==> config.mk <==
export PLATFORM = sky130hd
export DESIGN_NAME = mem_lsu_flat
export DESIGN_NICKNAME = d
export VERILOG_FILES = /design/src/rtl/mem_lsu_if.sv /design/src/rtl/mem_lsu.sv /design/src/flat_wrapper.sv
export SDC_FILE = /design/constraint.sdc
export NUM_CORES = 1
export LEC_CHECK = 0
export ABC_AREA = 1
export CAP_MARGIN = 10
export CORE_MARGIN = 2
export CORE_UTILIZATION = 41
export CTS_BUF_LIST = sky130_fd_sc_hd__clkbuf_16
export CTS_CLUSTER_DIAMETER = 120
export DETAILED_ROUTE_END_ITERATION = 12
export PLACE_DENSITY_LB_ADDON = 0.05
export SLEW_MARGIN = 5
export SYNTH_ARGS = -nofsm -noshare
export SYNTH_HDL_FRONTEND = slang
export SYNTH_SLANG_ARGS = --single-unit
==> constraint.sdc <==
create_clock -name clk -period 1.8 [get_ports clk]
set_input_delay 0.36 -clock clk [delete_from_list [all_inputs] [get_ports clk]]
set_output_delay 0.36 -clock clk [all_outputs]
set_load 0.03 [all_outputs]
==> src/rtl/mem_lsu_if.sv <==
// Data-bus bundle between the MEM-stage load/store unit and the data memory.
// The master drives the request side; the slave returns read data and ack.
interface mem_lsu_if;
    logic        dbus_req;
    logic        dbus_we;
    logic [3:0]  dbus_sel;
    logic [31:0] dbus_addr;
    logic [31:0] dbus_wdata;
    logic [31:0] dbus_rdata;
    logic        dbus_ack;

    modport master (
        output dbus_req, dbus_we, dbus_sel, dbus_addr, dbus_wdata,
        input  dbus_rdata, dbus_ack
    );

    modport slave (
        input  dbus_req, dbus_we, dbus_sel, dbus_addr, dbus_wdata,
        output dbus_rdata, dbus_ack
    );
endinterface

==> src/rtl/mem_lsu.sv <==
// MEM-stage load/store unit: one data-bus transaction per load/store, load
// data formatting, pipeline stall request and address-error detection.
module mem_lsu (
    input  logic        clk,
    input  logic        rst,
    input  logic [4:0]  mem_wd,
    input  logic        mem_wreg,
    input  logic [31:0] mem_wdata,
    input  logic [7:0]  mem_aluop,
    input  logic [31:0] mem_mem_addr,
    input  logic [31:0] mem_reg2,
    input  logic [31:0] mem_pc,
    input  logic        mem_hold,
    mem_lsu_if.master   dbus,
    output logic        stallreq,
    output logic [4:0]  wb_wd,
    output logic        wb_wreg,
    output logic [31:0] wb_wdata,
    output logic        exc_adel,
    output logic        exc_ades,
    output logic [31:0] badvaddr
);
    localparam logic [7:0] ALU_OP_LB  = 8'b1110_0000;
    localparam logic [7:0] ALU_OP_LH  = 8'b1110_0001;
    localparam logic [7:0] ALU_OP_LW  = 8'b1110_0011;
    localparam logic [7:0] ALU_OP_LBU = 8'b1110_0100;
    localparam logic [7:0] ALU_OP_LHU = 8'b1110_0101;
    localparam logic [7:0] ALU_OP_SB  = 8'b1110_1000;
    localparam logic [7:0] ALU_OP_SH  = 8'b1110_1001;
    localparam logic [7:0] ALU_OP_SW  = 8'b1110_1011;

    typedef enum logic [1:0] {ST_IDLE, ST_WAIT, ST_DONE} state_t;

    state_t      r_state;
    state_t      w_state_next;
    logic        r_req;
    logic        r_we;
    logic [3:0]  r_sel;
    logic [31:0] r_addr;
    logic [31:0] r_wdata;
    logic [31:0] r_ldbuf;
    logic [7:0]  r_op;
    logic [1:0]  r_alo;

    logic        w_is_load;
    logic        w_is_store;
    logic        w_is_mem;
    logic        w_is_word;
    logic        w_is_half;
    logic        w_misaligned;
    logic        w_start;
    logic [3:0]  w_sel;
    logic [31:0] w_wdata;
    logic [7:0]  w_byte;
    logic [15:0] w_half;
    logic [31:0] w_load_fmt;
    logic        w_unused_pc;

    // The PC travels with the instruction for later exception reporting only.
    assign w_unused_pc = ^mem_pc;

    assign w_is_load  = (mem_aluop == ALU_OP_LB) || (mem_aluop == ALU_OP_LBU) ||
                        (mem_aluop == ALU_OP_LH) || (mem_aluop == ALU_OP_LHU) ||
                        (mem_aluop == ALU_OP_LW);
    assign w_is_store = (mem_aluop == ALU_OP_SB) || (mem_aluop == ALU_OP_SH) ||
                        (mem_aluop == ALU_OP_SW);
    assign w_is_mem   = w_is_load || w_is_store;
    assign w_is_word  = (mem_aluop == ALU_OP_LW) || (mem_aluop == ALU_OP_SW);
    assign w_is_half  = (mem_aluop == ALU_OP_LH) || (mem_aluop == ALU_OP_LHU) ||
                        (mem_aluop == ALU_OP_SH);
    assign w_misaligned = (w_is_word && (mem_mem_addr[1:0] != 2'b00)) ||
                          (w_is_half && mem_mem_addr[0]);
    assign w_start = (r_state == ST_IDLE) && w_is_mem && !w_misaligned;

    // Byte-lane enables and lane-replicated store data for the pending access.
    always_comb begin
        w_sel   = 4'b1111;
        w_wdata = mem_reg2;
        if (w_is_half) begin
            w_sel   = 4'b0011 << {mem_mem_addr[1], 1'b0};
            w_wdata = {2{mem_reg2[15:0]}};
        end else if (!w_is_word) begin
            w_sel   = 4'b0001 << mem_mem_addr[1:0];
            w_wdata = {4{mem_reg2[7:0]}};
        end
    end

    // Extract and extend the addressed lane of the returned word, using the
    // op and address latched at request time.
    always_comb begin
        w_byte     = dbus.dbus_rdata[7:0];
        w_half     = r_alo[1] ? dbus.dbus_rdata[31:16] : dbus.dbus_rdata[15:0];
        w_load_fmt = dbus.dbus_rdata;
        case (r_alo)
            2'd1:    w_byte = dbus.dbus_rdata[15:8];
            2'd2:    w_byte = dbus.dbus_rdata[23:16];
            2'd3:    w_byte = dbus.dbus_rdata[31:24];
            default: w_byte = dbus.dbus_rdata[7:0];
        endcase
        case (r_op)
            ALU_OP_LB:  w_load_fmt = {{24{w_byte[7]}}, w_byte};
            ALU_OP_LBU: w_load_fmt = {24'h000000, w_byte};
            ALU_OP_LH:  w_load_fmt = {{16{w_half[15]}}, w_half};
            ALU_OP_LHU: w_load_fmt = {16'h0000, w_half};
            default:    w_load_fmt = dbus.dbus_rdata;
        endcase
    end

    // State register.
    always_ff @(posedge clk or negedge rst) begin
        if (!rst) r_state <= ST_IDLE;
        else      r_state <= w_state_next;
    end

    // Bus request registers and load buffer; reset drops the request at once.
    always_ff @(posedge clk or negedge rst) begin
        if (!rst) begin
            r_req   <= 1'b0;
            r_we    <= 1'b0;
            r_sel   <= 4'h0;
            r_addr  <= 32'h0;
            r_wdata <= 32'h0;
            r_ldbuf <= 32'h0;
            r_op    <= 8'h00;
            r_alo   <= 2'b00;
        end else begin
            if (w_start) begin
                r_req   <= 1'b1;
                r_we    <= w_is_store;
                r_sel   <= w_sel;
                r_addr  <= {mem_mem_addr[31:2], 2'b00};
                r_wdata <= w_wdata;
                r_op    <= mem_aluop;
                r_alo   <= mem_mem_addr[1:0];
            end
            if ((r_state == ST_WAIT) && dbus.dbus_ack) begin
                r_req   <= 1'b0;
                r_ldbuf <= w_load_fmt;
            end
        end
    end

    // Next state, stall request, exceptions and MEM/WB outputs.
    always_comb begin
        w_state_next = r_state;
        stallreq     = 1'b0;
        exc_adel     = 1'b0;
        exc_ades     = 1'b0;
        badvaddr     = 32'h0;
        wb_wd        = mem_wd;
        wb_wreg      = mem_wreg;
        wb_wdata     = mem_wdata;
        case (r_state)
            ST_IDLE: begin
                if (w_is_mem) begin
                    wb_wreg = 1'b0;
                    if (w_misaligned) begin
                        exc_adel = w_is_load && rst;
                        exc_ades = w_is_store && rst;
                        badvaddr = mem_mem_addr;
                    end else begin
                        stallreq     = rst;
                        w_state_next = ST_WAIT;
                    end
                end
            end
            ST_WAIT: begin
                stallreq = rst;
                wb_wreg  = 1'b0;
                if (dbus.dbus_ack) w_state_next = ST_DONE;
            end
            ST_DONE: begin
                if (r_we) wb_wreg  = 1'b0;
                else      wb_wdata = r_ldbuf;
                if (!mem_hold) w_state_next = ST_IDLE;
            end
            default: w_state_next = ST_IDLE;
        endcase
    end

    assign dbus.dbus_req   = r_req;
    assign dbus.dbus_we    = r_we;
    assign dbus.dbus_sel   = r_sel;
    assign dbus.dbus_addr  = r_addr;
    assign dbus.dbus_wdata = r_wdata;
endmodule

==> src/flat_wrapper.sv <==
// flat-port wrapper written by rule: the top's interface ports become plain ports
module mem_lsu_flat 
  (clk, rst, mem_wd, mem_wreg, mem_wdata, mem_aluop, mem_mem_addr, mem_reg2, mem_pc, mem_hold, stallreq, wb_wd, wb_wreg, wb_wdata, exc_adel, exc_ades, badvaddr, dbus_dbus_req, dbus_dbus_we, dbus_dbus_sel, dbus_dbus_addr, dbus_dbus_wdata, dbus_dbus_rdata, dbus_dbus_ack);
  mem_lsu_if dbus_i ();
  input  logic clk;
  input  logic rst;
  input  logic [4:0] mem_wd;
  input  logic mem_wreg;
  input  logic [31:0] mem_wdata;
  input  logic [7:0] mem_aluop;
  input  logic [31:0] mem_mem_addr;
  input  logic [31:0] mem_reg2;
  input  logic [31:0] mem_pc;
  input  logic mem_hold;
  output logic stallreq;
  output logic [4:0] wb_wd;
  output logic wb_wreg;
  output logic [31:0] wb_wdata;
  output logic exc_adel;
  output logic exc_ades;
  output logic [31:0] badvaddr;
  output wire logic [$bits(dbus_i.dbus_req)-1:0] dbus_dbus_req;
  output wire logic [$bits(dbus_i.dbus_we)-1:0] dbus_dbus_we;
  output wire logic [$bits(dbus_i.dbus_sel)-1:0] dbus_dbus_sel;
  output wire logic [$bits(dbus_i.dbus_addr)-1:0] dbus_dbus_addr;
  output wire logic [$bits(dbus_i.dbus_wdata)-1:0] dbus_dbus_wdata;
  input wire logic [$bits(dbus_i.dbus_rdata)-1:0] dbus_dbus_rdata;
  input wire logic [$bits(dbus_i.dbus_ack)-1:0] dbus_dbus_ack;
  assign dbus_dbus_req = dbus_i.dbus_req;
  assign dbus_dbus_we = dbus_i.dbus_we;
  assign dbus_dbus_sel = dbus_i.dbus_sel;
  assign dbus_dbus_addr = dbus_i.dbus_addr;
  assign dbus_dbus_wdata = dbus_i.dbus_wdata;
  assign dbus_i.dbus_rdata = dbus_dbus_rdata;
  assign dbus_i.dbus_ack = dbus_dbus_ack;
  mem_lsu u_core (.clk(clk), .rst(rst), .mem_wd(mem_wd), .mem_wreg(mem_wreg), .mem_wdata(mem_wdata), .mem_aluop(mem_aluop), .mem_mem_addr(mem_mem_addr), .mem_reg2(mem_reg2), .mem_pc(mem_pc), .mem_hold(mem_hold), .dbus(dbus_i), .stallreq(stallreq), .wb_wd(wb_wd), .wb_wreg(wb_wreg), .wb_wdata(wb_wdata), .exc_adel(exc_adel), .exc_ades(exc_ades), .badvaddr(badvaddr));
endmodule
Fig. 1: run 1, port wiring
Drawn at 3 px/um.
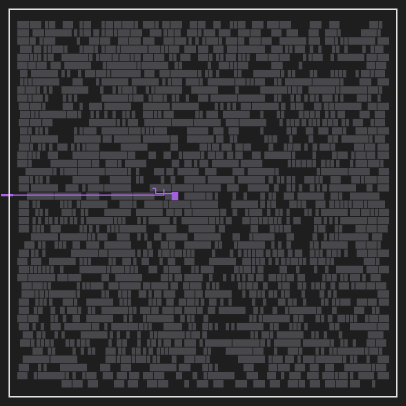
exc_ades -> purple  # bits 1, direction output, edge left, end cells 1, buffers 1, wire 61.3 um
IO buf count: 276
io pins: 321

Fig. 2: run 1, where the registers sit
Drawn at 2 px/um.
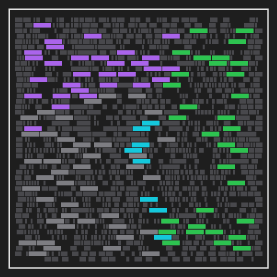
u_core.r_op -> cyan  # sequential cells 8
u_core.r_ldbuf -> green  # sequential cells 32
u_core.dbus.dbus_addr -> purple  # sequential cells 30
not colored = 42

Fig. 3: run 1, pin placement
Drawn at 2 px/um. Pins as bars across the die edge, other pins in gray.
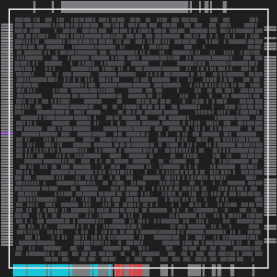
exc_ades -> purple  # pins 1, direction output, edge left
mem_pc -> cyan  # pins 32, direction input, edge bottom
mem_aluop -> red  # pins 8, direction input, edge bottom
all pins by edge = 93 bottom, 82 left, 78 top, 68 right
Die Y: 128.7 um
Die Wd: 128.7 um

==> results.sh, run 1 <==
# yosys + openroad results
export IMPL_holdWs_ns=0.1884
export IMPL_synth_top_cell_by_count="nand2_1"
export IMPL_status="finished with violations"
export IMPL_avgSynthCellArea_um2=6.701
export IMPL_lay_top_cells="nand2_1 (432), clkdlybuf4s50_1 (177), dfrtp_1 (112)"
export IMPL_register_area_um2=2803
export IMPL_setup_slack_ns=-0.2205
export IMPL_violations="negative setup slack"
export IMPL_yosysTopAreaCell="dfrtp_1"
export IMPL_numCtsBuffers=9
export IMPL_ys_seq_share=0.4398
export IMPL_end_kind="primary output"
export IMPL_dpl_cell_count=1428
export IMPL_critPathArrivalTime_ns=1.66
export IMPL_ir_drop_mv=0.5273
export IMPL_initial_utilization=0.4192
export IMPL_clkLatencyLatePin_ns=0.35
export IMPL_cts_sink_count=112
export IMPL_critical_path_required_ns=1.44
export IMPL_largestClassByArea="buffers"
export IMPL_relSlewSlack=0.5057
export IMPL_htree_levels=3
export IMPL_worst_pin_slew_ns=0.7414
export IMPL_setup_violations=68
export IMPL_ys_sh_adder=0
export IMPL_place_area_um2=9693
export IMPL_grt_pass1_vias=6519
export IMPL_rows=45
export IMPL_fin_setup_tns_ns=-12.97
export IMPL_drive_gt1_frac=0.2210
export IMPL_hpwl_um=14730
export IMPL_buf_share=0.3624
export IMPL_mux_share=0.01414
export IMPL_pre_cts_ws_ns=-0.4750
export IMPL_buffers=374
export IMPL_power_total_w=0.01029
export IMPL_cp_cell_sequence="buf_6, inv_2, nand2_2, nor2_4, buf_6, nand3_4, nand2_4, buf_12, buf_12, buf_12, nand2_4, nor2_2, buf_6"
export IMPL_drtIter0Drc=327
export IMPL_inv_count=93
run 1: power breakdown:
group          leakage, nW  switching, W  internal (W)
Sequential            1.37      0.000405       0.00331
Combinational         4.24       0.00271       0.00196
Clock                0.131      0.000956      0.000941
Total                 5.74       0.00408       0.00621
run 1: state kept, by name, indices dropped and copies added (netlist names):
register,count
u_core.dbus.dbus_addr,30
u_core.dbus.dbus_req,1
u_core.dbus.dbus_sel,4
u_core.dbus.dbus_wdata,32
u_core.dbus.dbus_we,1
u_core.r_alo,2
u_core.r_ldbuf,32
u_core.r_op,8
u_core.r_state,2
run 1: logic make-up after synthesis:
| family | Yosys count |
|---|---|
| flip-flops | 112 |
| buffers and inverters | 150 |
| other | 1 |
| AND-OR/OR-AND | 97 |
| multiplexers | 8 |
| AND/OR/NAND/NOR | 583 |
run 1: path summary, 6_finish.rpt:
kind / endpoint / slack (ns) / cells after the start
worst max register to register: u_core.dbus.dbus_sel[1]$_DFFE_PN0P_ / 0.04 / 10
worst max-delay path: badvaddr[9] / -0.22 / 13
max in group asynchronous: u_core.dbus.dbus_sel[3]$_DFFE_PN0P_ / 1.11 / 2
min in group clk: u_core.r_op[3]$_DFFE_PN0P_ / 0.25 / 3
worst min register to register: u_core.dbus.dbus_addr[2]$_DFFE_PN0P_ / 0.47 / 2
worst min-delay path: u_core.dbus.dbus_addr[16]$_DFFE_PN0P_ / 0.19 / 2
run 1: routing by layer:
| layer | GRT usage | share of wire | wire, um |
|---|---|---|---|
| met1 | 0.2937 | 0.40 | 8756 |
| met2 | 0.4364 | 0.50 | 10880 |
| met3 | 0.07692 | 0.075 | 1633 |
| met4 | 0.08376 | 0.019 | 419 |
| met5 | 0 | 0 | 0 |
run 1: worst max-delay path, delay by kind of cell:
kind | cells | cell delay [ns]
simple gates | 6 | 0.54
buf+inv | 7 | 0.76
Fig. 4: run 1, routing congestion map
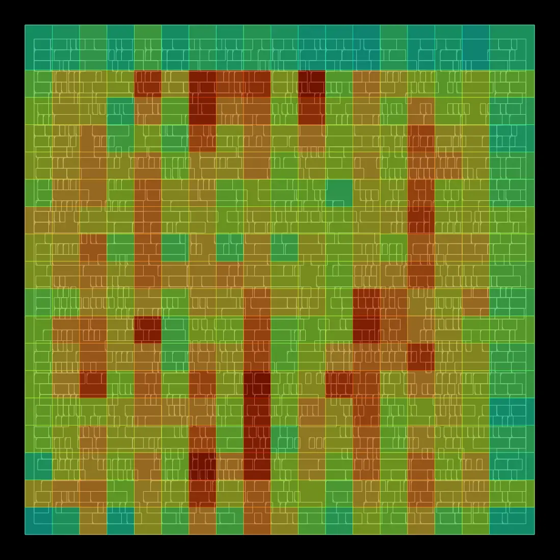

==> run 2: changes to the inputs <==
HOLD_SLACK_MARGIN = 0.15   (was unset)
PLACE_DENSITY = 0.92   (was unset)
PLACE_DENSITY_LB_ADDON = unset   (was 0.05)
Fig. 5: run 2, routing congestion map
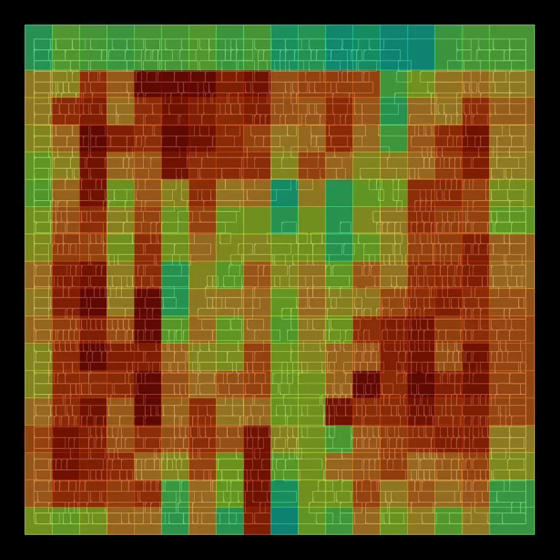
post-layout util: 0.8030
GRT Total Usage: 0.2892

Fig. 6: run 2, port wiring
Drawn at 3 px/um.
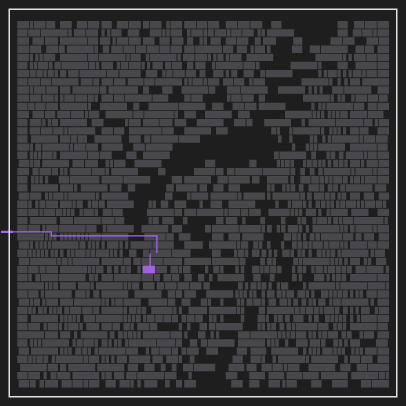
exc_ades -> purple  # bits 1, direction output, edge left, end cells 1, buffers 1, wire 60.6 um

==> results.sh, run 2 <==
# yosys + openroad results
export IMPL_ys_seq_share=0.4398
export IMPL_grt_max_degree=74
export IMPL_synth_top_cell_by_count="nand2_1"
export IMPL_rows=45
export IMPL_syn_area_um2=6372
export IMPL_die_w_um=128.7
export IMPL_cp_max_fo=8
export IMPL_fin_setup_tns_ns=-30.82
export IMPL_end_kind="primary output"
export IMPL_htree_levels=3
export IMPL_initial_utilization=0.4192
export IMPL_critical_path_required_ns=1.44
export IMPL_clkLatencyLatePin_ns=0.36
export IMPL_report_final_hold_viol_count=0
export IMPL_status="finished with violations"
export IMPL_setup_violations=153
export IMPL_drtIter0Drc=797
export IMPL_power_total_w=0.01105
export IMPL_lay_top_cells="nand2_1 (317), clkdlybuf4s50_1 (175), dfrtp_1 (112)"
export IMPL_cts_tree="done"
export IMPL_hpwl_um=16370
export IMPL_critPathSlowestCell="dfrtp_1"
export IMPL_yosysTopAreaCell="dfrtp_1"
export IMPL_vias=8255
export IMPL_numPortBuffers=276
export IMPL_setup_slack_ns=-0.3516
export IMPL_pre_cts_ws_ns=-0.5511
export IMPL_ys_warn_count=0
export IMPL_avgSynthCellArea_um2=6.701
export IMPL_relSlewSlack=0.3745
export IMPL_grt_pass1_vias=7363
export IMPL_ir_drop_mv=0.6817
export IMPL_dpl_cell_count=1417
export IMPL_violations="negative setup slack"
export IMPL_cts_sink_count=112
export IMPL_wl_per_cell_um=21.23
export IMPL_fp_dieH_um=128.7
export IMPL_critPathArrivalTime_ns=1.79
export IMPL_io_pins=321
export IMPL_critPathTopFamily="simple AND/OR/NAND/NOR gates"
export IMPL_place_area_um2=9676
export IMPL_cp_cell_sequence="buf_6, nor2_4, nand2_8, buf_12, nor3_4, buf_6"
export IMPL_numCtsBuffers=9
export IMPL_holdWs_ns=0.3025
export IMPL_drive_gt1_frac=0.3300
export IMPL_crit_buf_inv=3
export IMPL_worst_pin_slew_ns=0.9382
run 2: cell counts after synthesis:
Identical to the previous run, type by type.
run 2: cell type report:
| class | count | area [um2] |
|---|---|---|
| Clock buffer | 9 | 225.2 |
| Clock inverter | 6 | 53.80 |
| Fill cell | 876 | 2995 |
| Inverter | 93 | 355.3 |
| Multi-Input combinational cell | 692 | 4213 |
| Sequential cell | 112 | 2803 |
| Tap cell | 188 | 235.2 |
| Timing Repair Buffer | 382 | 4322 |
run 2: cells by family after synthesis:
logic type | synth area share
compound gates | 0.07736
buf+inv | 0.1025
flops | 0.4398
mux | 0.01414
other cells | 0.0005885
simple gates | 0.3656
run 2: power by group:
group / leakage, nW / switching [W] / internal, W
Clock: 0.141 / 0.000982 / 0.00106
Combinational: 4.90 / 0.00312 / 0.00207
Sequential: 1.37 / 0.000510 / 0.00331
run 2: worst paths after layout:
path,from,to,slack (ns),cells past startpoint
max in group asynchronous,rst,u_core.dbus.dbus_wdata[19]$_DFFE_PN0P_,0.74,3
max reg2reg,u_core.r_state[0]$_DFFE_PN0P_,u_core.dbus.dbus_wdata[11]$_DFFE_PN0P_,-0.25,10
min reg2reg,u_core.dbus.dbus_addr[25]$_DFFE_PN0P_,u_core.dbus.dbus_addr[25]$_DFFE_PN0P_,0.49,2
max,u_core.r_state[0]$_DFFE_PN0P_,badvaddr[1],-0.35,6
min in group clk,mem_aluop[3],u_core.r_op[3]$_DFFE_PN0P_,0.34,4
min,rst,u_core.r_state[0]$_DFFE_PN0P_,0.30,2
run 2: per-layer routing:
layer  vias up  wire length, um  track usage
met1      3899            10760       0.3253
met2       575            15690       0.5107
met5         -                0            0
met4         0             2019       0.1324
met3       180             2996      0.07983
li1       3601                -            -
==> run 3: changes to the inputs <==
ABC_CLOCK_PERIOD_IN_PS = 1800   (was unset)
Fig. 7: run 3, pin placement
Drawn at 2 px/um. Pins as bars across the die edge, other pins in gray.
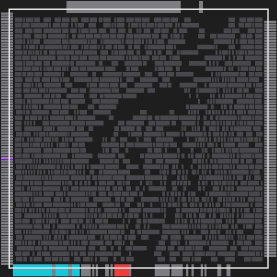
mem_pc -> cyan  # pins 32, direction input, edge bottom
mem_aluop -> red  # pins 8, direction input, edge bottom
exc_ades -> purple  # pins 1, direction output, edge left
all pins by edge = 93 left, 87 right, 77 bottom, 64 top

==> results.sh, run 3 <==
# yosys + openroad results
export IMPL_status="finished with violations"
export IMPL_violations="negative setup slack"
export IMPL_rows=45
export IMPL_pre_cts_ws_ns=-0.5511
export IMPL_critPathArrivalTime_ns=1.79
export IMPL_grt_max_degree=74
export IMPL_synth_simple_area_share=0.3656
export IMPL_setup_slack_ns=-0.3516
export IMPL_relSlewSlack=0.3745
export IMPL_ir_drop_mv=0.6817
export IMPL_ys_warn_count=0
export IMPL_lay_top_cells="nand2_1 (317), clkdlybuf4s50_1 (175), dfrtp_1 (112)"
export IMPL_postLayoutCoreUtil=0.8030
export IMPL_end_kind="primary output"
export IMPL_ys_sh_aoi=0.07736
export IMPL_cts_sink_count=112
export IMPL_yosysTopAreaCell="dfrtp_1"
export IMPL_cp_max_fo=8
export IMPL_syn_area_um2=6372
export IMPL_drtIter0Drc=797
export IMPL_place_area_um2=9676
export IMPL_fin_setup_tns_ns=-30.82
export IMPL_numPortBuffers=276
export IMPL_worst_pin_slew_ns=0.9382
export IMPL_vias=8255
export IMPL_die_w_um=128.7
export IMPL_io_pins=321
export IMPL_setup_violations=153
Fig. 8: run 3, where the registers sit
Drawn at 2 px/um.
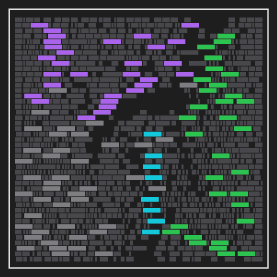
u_core.dbus.dbus_addr -> purple  # sequential cells 30
u_core.r_ldbuf -> green  # sequential cells 32, where a vertical strip on the right
u_core.r_op -> cyan  # sequential cells 8
not colored = 42
Seq/total area: 0.2296
Seq group: 0.00382 W
register area: 2803 um2

==> run 3: layout make-up <==
cell class              count  area (um2)
inverters                  93       355.3
clock inverters             6       53.80
well taps                 188       235.2
clock buffers               9       225.2
repair buffers            382        4322
flip-flops and latches    112        2803
multi-input cells         692        4213
fillers                   876        2995
==> run 3: cell families (layout without fill, tap and decap cells) <==
kind of cell	count (synthesis)	after routing
multiplexers	8	8
AND-OR/OR-AND	97	97
buffers and inverters	150	490
other	1	2
flip-flops	112	112
AND/OR/NAND/NOR	583	585
==> run 3: routing by layer <==
metal	GRT usage	wire [um]	vias to the layer above
met5	0	0	-
met4	0.1324	2019	0
met3	0.07983	2996	180
met2	0.5107	15690	575
met1	0.3253	10760	3899
li1	-	-	3601
==> run 3: worst max path at each step <==
stage,from,endpoint,cells past startpoint
after floorplan,mem_aluop[4],badvaddr[10],8
after global placement,mem_aluop[7],badvaddr[0],9
after detailed placement,mem_aluop[1],badvaddr[25],9
after CTS,u_core.r_state[0]$_DFFE_PN0P_,badvaddr[0],6
after global routing,u_core.r_state[1]$_DFFE_PN0P_,wb_wdata[31],7
final,u_core.r_state[0]$_DFFE_PN0P_,badvaddr[1],6
==> run 3: timing repair <==
item | 4_1_cts | 5_1_grt
hold buffers | 1 | 0
gates resized | 197 | 318
endpoints found under the hold margin | 39 | 0
setup buffers | 15 | 11
gates cloned | 4 | 20
pin swaps | 29 | 105
setup endpoints to repair | 148 | 157
==> run 3: report_power, final <==
part	internal (W)	switching, W	total (W)
Combinational	0.00207	0.00312	0.00519
Clock	0.00106	0.000982	0.00204
Sequential	0.00331	0.000510	0.00382
==> run 3: worst max-delay path, stage by stage (launching register included) <==
cell and delay, ns:
dfrtp_1 0.42, buf_6 0.14, nor2_4 0.22, nand2_8 0.14, buf_12 0.20, nor3_4 0.15, buf_6 0.16
No activity file was given, so power comes from the tool's default toggle rates.
